--- config.mk ---
export PLATFORM = sky130hd
export DESIGN_NAME = execute_load_store_split
export DESIGN_NICKNAME = d
export VERILOG_FILES = /design/src/rtl/execute_load_store_split.sv
export SDC_FILE = /design/constraint.sdc
export NUM_CORES = 1
export LEC_CHECK = 0
export ABC_AREA = 1
export CAP_MARGIN = 0
export CORE_MARGIN = 8
export CORE_UTILIZATION = 45
export DETAILED_ROUTE_END_ITERATION = 16
export PLACE_DENSITY = 0.86
export SKIP_CTS_REPAIR_TIMING = 1
export SLEW_MARGIN = 10
export SYNTH_ARGS = -nofsm -noshare
export SYNTH_HDL_FRONTEND = slang
export SYNTH_SLANG_ARGS = --single-unit
--- constraint.sdc ---
create_clock -name iCLOCK -period 2.15 [get_ports iCLOCK]
set_input_delay 0.215 -clock iCLOCK [delete_from_list [all_inputs] [get_ports iCLOCK]]
set_output_delay 0.215 -clock iCLOCK [all_outputs]
set_load 0.005 [all_outputs]
--- src/rtl/execute_load_store_split.sv ---
// Load/store sequencer: turns one execute-stage memory request into one or two
// aligned bus beats, merging split load beats and lane-shifting store data.
module execute_load_store_split #(
  parameter int P_DATA_W = 32,
  parameter int P_ADDR_W = 32
) (
  input  logic                  iCLOCK,
  input  logic                  inRESET,
  input  logic                  iRESET_SYNC,
  input  logic                  iREQ_VALID,
  output logic                  oREQ_BUSY,
  input  logic                  iREQ_RW,
  input  logic [1:0]            iREQ_ORDER,
  input  logic [P_ADDR_W-1:0]   iREQ_ADDR,
  input  logic [P_DATA_W-1:0]   iREQ_DATA,
  input  logic [31:0]           iREQ_PDT,
  output logic                  oMEM_REQ,
  input  logic                  iMEM_LOCK,
  output logic                  oMEM_RW,
  output logic [P_ADDR_W-1:0]   oMEM_ADDR,
  output logic [P_DATA_W-1:0]   oMEM_DATA,
  output logic [P_DATA_W/8-1:0] oMEM_MASK,
  output logic [31:0]           oMEM_PDT,
  input  logic                  iMEM_VALID,
  input  logic [P_DATA_W-1:0]   iMEM_DATA,
  output logic                  oDONE_VALID,
  output logic                  oDONE_ERR,
  output logic [P_DATA_W-1:0]   oDONE_DATA,
  output logic [2:0]            oDBG_STATE
);

  localparam int B     = P_DATA_W / 8;
  localparam int OFF_W = $clog2(B);

  typedef logic [P_ADDR_W-1:0]   addr_t;
  typedef logic [P_DATA_W-1:0]   data_t;
  typedef logic [2*P_DATA_W-1:0] data2_t;
  typedef logic [2*B-1:0]        mask2_t;

  typedef enum logic [2:0] {S_IDLE, S_REQ0, S_WAIT0, S_REQ1, S_WAIT1, S_DONE} state_t;

  state_t             state_q, state_d;
  logic               rw_q, split_q, err_q;
  logic [OFF_W-1:0]   off_q;
  addr_t              addr0_q;
  data2_t             wdata_q;
  mask2_t             wmask_q;
  data_t              keep_q, rd_lo_q, rd_hi_q;
  logic [31:0]        pdt_q;

  // Request decode: everything needed for both beats is computed once at capture.
  logic [3:0]         req_size;
  logic [OFF_W-1:0]   req_off;
  logic [4:0]         req_span;
  logic               req_split, req_illegal, capture;
  mask2_t             req_mask2;
  data2_t             req_data2;
  data_t              req_keep;
  data2_t             merged;
  data_t              load_result;

  assign req_size    = 4'd1 << iREQ_ORDER;
  assign req_off     = iREQ_ADDR[OFF_W-1:0];
  assign req_span    = 5'(req_off) + 5'(req_size);
  assign req_split   = req_span > 5'(B);
  assign req_illegal = (P_DATA_W == 32) && (iREQ_ORDER == 2'd3);
  assign req_mask2   = ((mask2_t'(1) << req_size) - mask2_t'(1)) << req_off;
  assign req_data2   = data2_t'(iREQ_DATA) << {req_off, 3'b000};
  assign req_keep    = data_t'((data2_t'(1) << {req_size, 3'b000}) - data2_t'(1));
  assign capture     = (state_q == S_IDLE) && iREQ_VALID;

  // Non-split loads leave rd_hi_q at zero, so the same merge covers both cases.
  assign merged      = {rd_hi_q, rd_lo_q} >> {off_q, 3'b000};
  assign load_result = merged[P_DATA_W-1:0] & keep_q;

  assign oREQ_BUSY  = (state_q != S_IDLE);
  assign oMEM_PDT   = pdt_q;
  assign oDBG_STATE = state_q;

  always_ff @(posedge iCLOCK or negedge inRESET) begin
    if (!inRESET) begin
      state_q <= S_IDLE;
    end else if (iRESET_SYNC) begin
      state_q <= S_IDLE;
    end else begin
      state_q <= state_d;
    end
  end

  always_ff @(posedge iCLOCK or negedge inRESET) begin
    if (!inRESET) begin
      rw_q <= 1'b0; split_q <= 1'b0; err_q <= 1'b0; off_q <= '0;
      addr0_q <= '0; wdata_q <= '0; wmask_q <= '0; keep_q <= '0;
      rd_lo_q <= '0; rd_hi_q <= '0; pdt_q <= '0;
    end else if (iRESET_SYNC) begin
      rw_q <= 1'b0; split_q <= 1'b0; err_q <= 1'b0; off_q <= '0;
      addr0_q <= '0; wdata_q <= '0; wmask_q <= '0; keep_q <= '0;
      rd_lo_q <= '0; rd_hi_q <= '0; pdt_q <= '0;
    end else begin
      if (capture) begin
        rw_q    <= iREQ_RW;
        split_q <= req_split;
        err_q   <= req_illegal;
        off_q   <= req_off;
        addr0_q <= iREQ_ADDR & ~addr_t'(B - 1);
        wdata_q <= req_data2;
        wmask_q <= req_mask2;
        keep_q  <= req_keep;
        pdt_q   <= iREQ_PDT;
        rd_lo_q <= '0;
        rd_hi_q <= '0;
      end
      if (state_q == S_WAIT0 && iMEM_VALID) rd_lo_q <= iMEM_DATA;
      if (state_q == S_WAIT1 && iMEM_VALID) rd_hi_q <= iMEM_DATA;
    end
  end

  // Handshake: a beat is accepted when oMEM_REQ=1 and iMEM_LOCK=0; the beat's
  // addr/data/mask hold until then, and exactly one iMEM_VALID answers it.
  always_comb begin
    state_d     = state_q;
    oMEM_REQ    = 1'b0;
    oMEM_RW     = 1'b0;
    oMEM_ADDR   = '0;
    oMEM_DATA   = '0;
    oMEM_MASK   = '0;
    oDONE_VALID = 1'b0;
    oDONE_ERR   = 1'b0;
    oDONE_DATA  = '0;
    case (state_q)
      S_IDLE: begin
        if (iREQ_VALID) state_d = req_illegal ? S_DONE : S_REQ0;
      end
      S_REQ0: begin
        oMEM_REQ  = 1'b1;
        oMEM_RW   = rw_q;
        oMEM_ADDR = addr0_q;
        oMEM_DATA = wdata_q[P_DATA_W-1:0];
        oMEM_MASK = wmask_q[B-1:0];
        if (!iMEM_LOCK) state_d = S_WAIT0;
      end
      S_WAIT0: begin
        if (iMEM_VALID) state_d = split_q ? S_REQ1 : S_DONE;
      end
      S_REQ1: begin
        oMEM_REQ  = 1'b1;
        oMEM_RW   = rw_q;
        oMEM_ADDR = addr0_q + addr_t'(B);
        oMEM_DATA = wdata_q[2*P_DATA_W-1:P_DATA_W];
        oMEM_MASK = wmask_q[2*B-1:B];
        if (!iMEM_LOCK) state_d = S_WAIT1;
      end
      S_WAIT1: begin
        if (iMEM_VALID) state_d = S_DONE;
      end
      S_DONE: begin
        oDONE_VALID = 1'b1;
        oDONE_ERR   = err_q;
        oDONE_DATA  = (rw_q || err_q) ? '0 : load_result;
        state_d     = S_IDLE;
      end
      default: state_d = S_IDLE;
    endcase
  end

endmodule

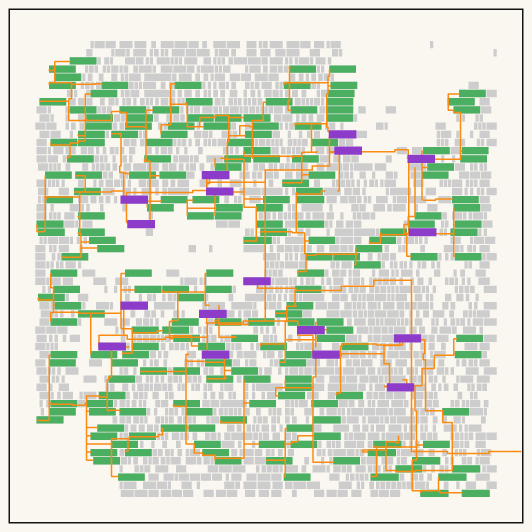
**Above:** run 1 (clock distribution).
Drawn at 3 px/um.
Key: purple = clock drivers [count 17]; green = flip-flops [count 196]; orange = clock wires [length 2,400 um]
There are 18 routed clock nets.

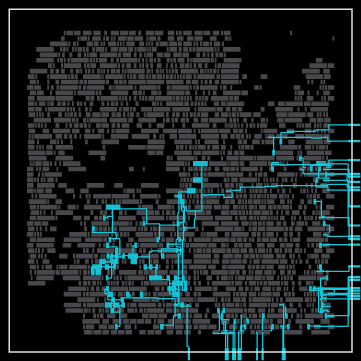
**Above:** run 1 (nets reached from selected ports).
Drawn at 2 px/um.
Key: cyan = `iREQ_ADDR` [bits 32, direction input, edge 21 east, 11 south, end cells 109, buffers 36, wire 1,630 um]

==> impl_metrics.env, run 1 <==
# flow metrics
export IMPL_status="finished with violations"
export IMPL_violations="setup timing"
export IMPL_cp_depth=10
export IMPL_setup_viol=28
export IMPL_crit_arrival_ns=2.24
export IMPL_ys_cells=1468
export IMPL_yosysTopAreaCell="dfrtp_1"
export IMPL_ir_drop_mv=0.5473
export IMPL_syn_area_um2=10760
export IMPL_fp_util_pct=45.85
export IMPL_grt_first_pass_wirelength_mm=58.80
export IMPL_rsz0062_at_grt="true"
export IMPL_coreArea_um2=23470
export IMPL_first_pass_iters=7
export IMPL_cp_top_family="buffers and inverters"
export IMPL_setup_slack_ns=-0.3056
export IMPL_grt_max_degree=75
export IMPL_antenna_found_initial=1
export IMPL_relSlewSlack_pct=53.66
export IMPL_crit_slowest_cell="clkdlybuf4s50_1"
export IMPL_ant_nets=0
export IMPL_grt_overflow_total=0
export IMPL_clockBufferDepth=2
export IMPL_dpl_cell_area_um2=14170
export IMPL_r2r_cells=10
export IMPL_finalWirelength_mm=40.08
export IMPL_dp_slack_ns=-0.02485
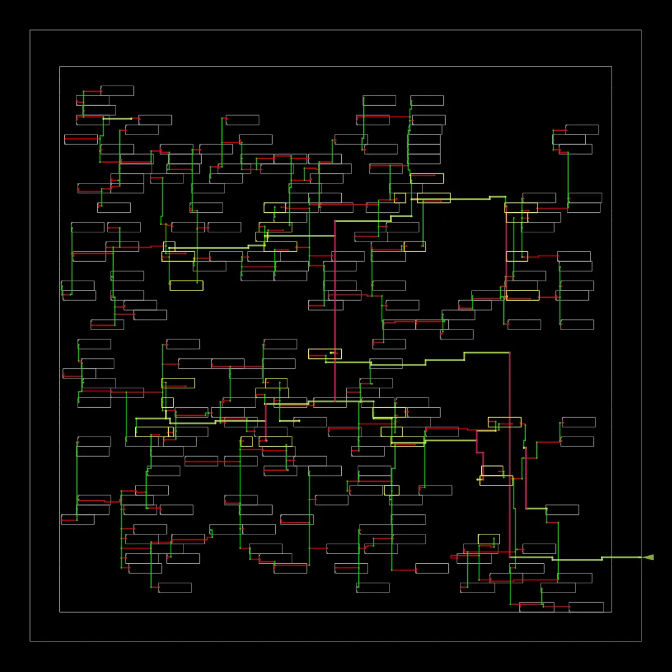
**Above:** run 1 (clock routing).
Flops: 196
clock buffer count: 18
Inserted Clock Buffers: 17
clk ins delay skew pair: 0.44 ns
Clock Sink Count: 196

-- run 1: layout make-up --
cell class | count | area (um^2)
Clock buffer | 18 | 429.2
Inverter | 207 | 792.0
Sequential cell | 196 | 4920
Multi-Input combinational cell | 986 | 5213
Timing Repair Buffer | 407 | 4040
Tap cell | 319 | 399.1
Fill cell | 1814 | 7495
Clock inverter | 14 | 185.2
-- run 1: stage by stage --
step           hold slack [ns]  utilization, %
6_report                0.2867           68.07
3_3_place_gp            0.2805           60.36
3_5_place_dp            0.2766           60.36
2_1_floorplan         -0.08059               -
5_1_grt                 0.2888           68.07
4_1_cts                -0.2026           62.97
-- run 1: sequential cells by signal, indices dropped and copies added (netlist names) --
signal / count
wdata_q: 56
oMEM_PDT: 32
rd_lo_q: 32
addr0_q: 30
rd_hi_q: 24
keep_q: 7
wmask_q: 7
oDBG_STATE: 3
off_q: 2
err_q: 1
rw_q: 1
split_q: 1
-- run 1: power groups by stage --
stage	clock network, uW	logic (uW)	registers [uW]
after global routing	3430	5790	4850
final	3260	5350	4790
after floorplan	0	2410	4700
after CTS	3300	4630	4700
after global placement	0	4550	4740
after detailed placement	0	4610	4760
-- run 1: metal layers --
| metal | vias up | wire length [um] |
|---|---|---|
| met5 | - | 10 |
| met4 | 2 | 1438 |
| met3 | 122 | 3830 |
| met2 | 595 | 19000 |
| met1 | 5580 | 15800 |
| li1 | 5463 | - |
-- run 1: cell families after synthesis --
group / count (synthesis) / share of synthesized area (%)
other: 1 / 0.03485
buffers and inverters: 287 / 11.48
AND/OR/NAND/NOR: 628 / 24.00
flip-flops: 196 / 45.58
AND-OR/OR-AND: 351 / 18.27
adder cells (fa/ha/maj): 5 / 0.6511
-- run 1: tightest hold or removal path, cell delays in order --
cell     delay (ns)
buf_2          0.14
buf_4          0.18
nand3_1        0.09
nand3_1        0.06
**Run 1: M2 wires**

Drawn at 3 px/um. Cells faint in the background.
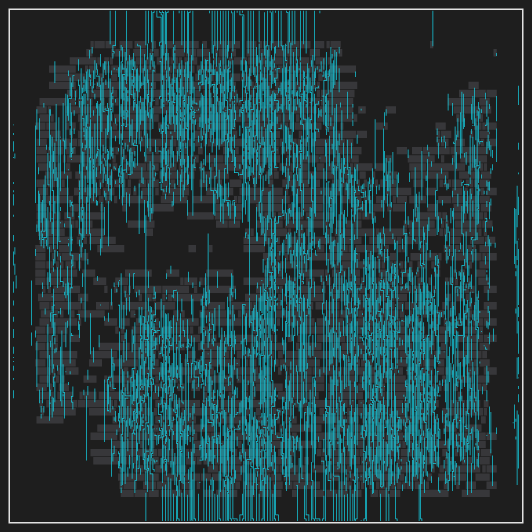

--- run 2 (diff from run 1) ---
Clock period 2.15 ns to 3.05 ns, I/O delays scaled along.
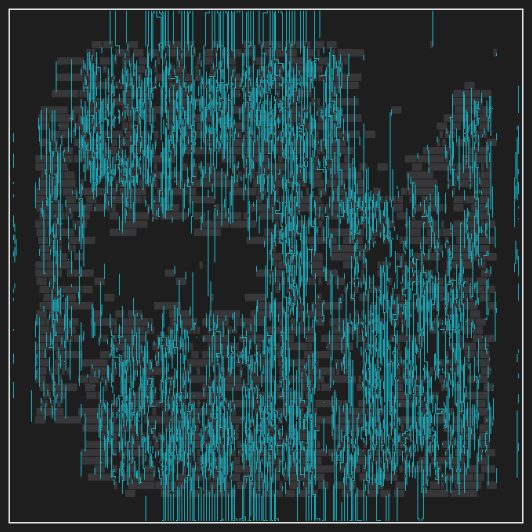
**Above:** run 2 (M2 wires).
Drawn at 3 px/um. Cells faint in the background.
1,522 nets have wire on it. The wires run mostly vertical.

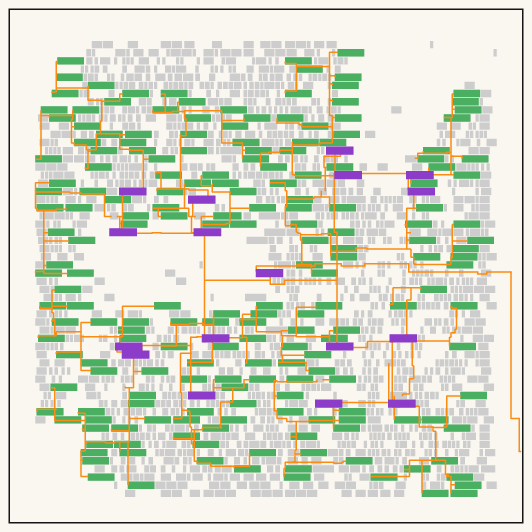
**Above:** run 2 (clock distribution).
Drawn at 3 px/um.
Key: purple = clock drivers [count 17]; orange = clock wires [length 2,350 um]; green = flip-flops [count 196]
Position of the flops: widely spread.

==> run 2 against run 1 <==
  * The run now ends clean
  * Combinational power fell by 45%
  * Clock skew fell by 0.0038 ns
  * Register-to-register slack improved by 0.73 ns
  * Non-clock buffer count fell by 108
  * Critical path type unchanged
==> impl_metrics.env, run 2 <==
# flow metrics
export IMPL_syn_area_um2=10760
export IMPL_clkLatencyLatePin_ns=0.44
export IMPL_ys_types=36
export IMPL_ant_nets=0
export IMPL_die_h_um=170.6
export IMPL_crit_arrival_ns=2.66
export IMPL_cts_sinks=196
export IMPL_mux_share_pct=0
export IMPL_drtIter0Drc=1259
export IMPL_finalCritPeriodShare_pct=97.19
export IMPL_finalWirelength_mm=36.85
export IMPL_simple_gate_area_share_pct=24.00
export IMPL_relSlewSlack_pct=47.50
export IMPL_aoi_share_pct=18.27
export IMPL_utilization_pct=60.95
export IMPL_numSynthFlops=196
export IMPL_fp_util_pct=45.85
export IMPL_fill_cells=2079
export IMPL_slew_viol_final=0
export IMPL_setup_viol=0
export IMPL_logic_family="simple AND/OR/NAND/NOR gates"
export IMPL_dp_cells=2006
export IMPL_cp_top_family="buffers and inverters"
export IMPL_grt_max_degree=75
export IMPL_crit_slowest_cell="clkdlybuf4s50_1"
export IMPL_largest_reg_flops=56
export IMPL_layout_top_cell="nand2_1"
export IMPL_grt_first_pass_wirelength_mm=58.00
export IMPL_ir_drop_mv=0.4013
export IMPL_synthXorXnorAreaFrac_pct=0
export IMPL_status="finished, final reports clean"
export IMPL_p_leak_uw=0.006300
export IMPL_grt_overflow_total=0
export IMPL_antenna_found_initial=0
export IMPL_drc_errors=0
export IMPL_adder_share_pct=0.6511
export IMPL_viasPerCell=5.452
export IMPL_yosysTopAreaCell="dfrtp_1"
export IMPL_r2r_cells=8
export IMPL_regMostFlops="wdata_q"
export IMPL_rsz0062_at_grt="true"
export IMPL_edf_count=0
export IMPL_ys_cells=1468
export IMPL_dominantRegCellSynth="dfrtp_1"
export IMPL_cts_made_buffers=17
export IMPL_warning_count=27
export IMPL_coreArea_um2=23470
export IMPL_first_pass_iters=5
export IMPL_clockBufferDepth=2
## run 2: cell counts after synthesis
No cell type changed its count.
## run 2: worst max path at each step
stage,endpoint,depth (start not counted)
after floorplan,split_q,6
after global placement,oDONE_DATA[0],8
after detailed placement,oMEM_ADDR[8],6
after CTS,oDONE_DATA[6],8
after global routing,oDONE_DATA[7],8
final,oDONE_DATA[14],8
## run 2: power by group
group	leakage (uW)	switching [uW]	internal [uW]
combinational	0.00335	1810	1140
sequential	0.00268	369	3020
clock	0.000274	1110	1090
total	0.00630	3290	5250
## run 2: kinds of logic (layout without fill, tap and decap cells)
group                    count (synthesis)  after routing
adder cells (fa/ha/maj)                  5              5
AND/OR/NAND/NOR                        628            628
buffers and inverters                  287            538
flip-flops                             196            196
AND-OR/OR-AND                          351            351
other                                    1              2
## run 2: metrics by stage
stage          worst slack, ns  hold slack, ns  setup TNS (ns)  instance area (um^2)  power (uW)
2_1_floorplan            1.332        0.009409               0                 10770        5007
3_3_place_gp            0.5612          0.3198               0                 13680        6229
3_5_place_dp            0.5068          0.3171               0                 13680        6310
4_1_cts               0.008127         -0.1564               0                 14250        8502
5_1_grt               -0.06850          0.3930         -0.2741                 14310        9000
6_report               0.08561          0.3994               0                 14310        8540
## run 2: layout make-up
cell class              instances  area (um^2)  share of cell area, %
repair buffers                299         2982                  20.84
multi-input cells             986         4669                  32.64
clock buffers                  18        429.2                  3.000
flip-flops and latches        196         4906                  34.29
well taps                     319        399.1                  2.790
clock inverters                14        136.4                 0.9533
inverters                     207        784.5                  5.484
## run 2: per-layer routing
layer / GRT usage [%] / wire length [um] / up-vias
li1: - / - / 5214
met1: 31.29 / 14720 / 5230
met2: 39.74 / 16800 / 587
met3: 8.228 / 4197 / 86
met4: 10.14 / 1131 / 0
met5: 0 / 0 / -
Power and IR drop assume default switching activity.
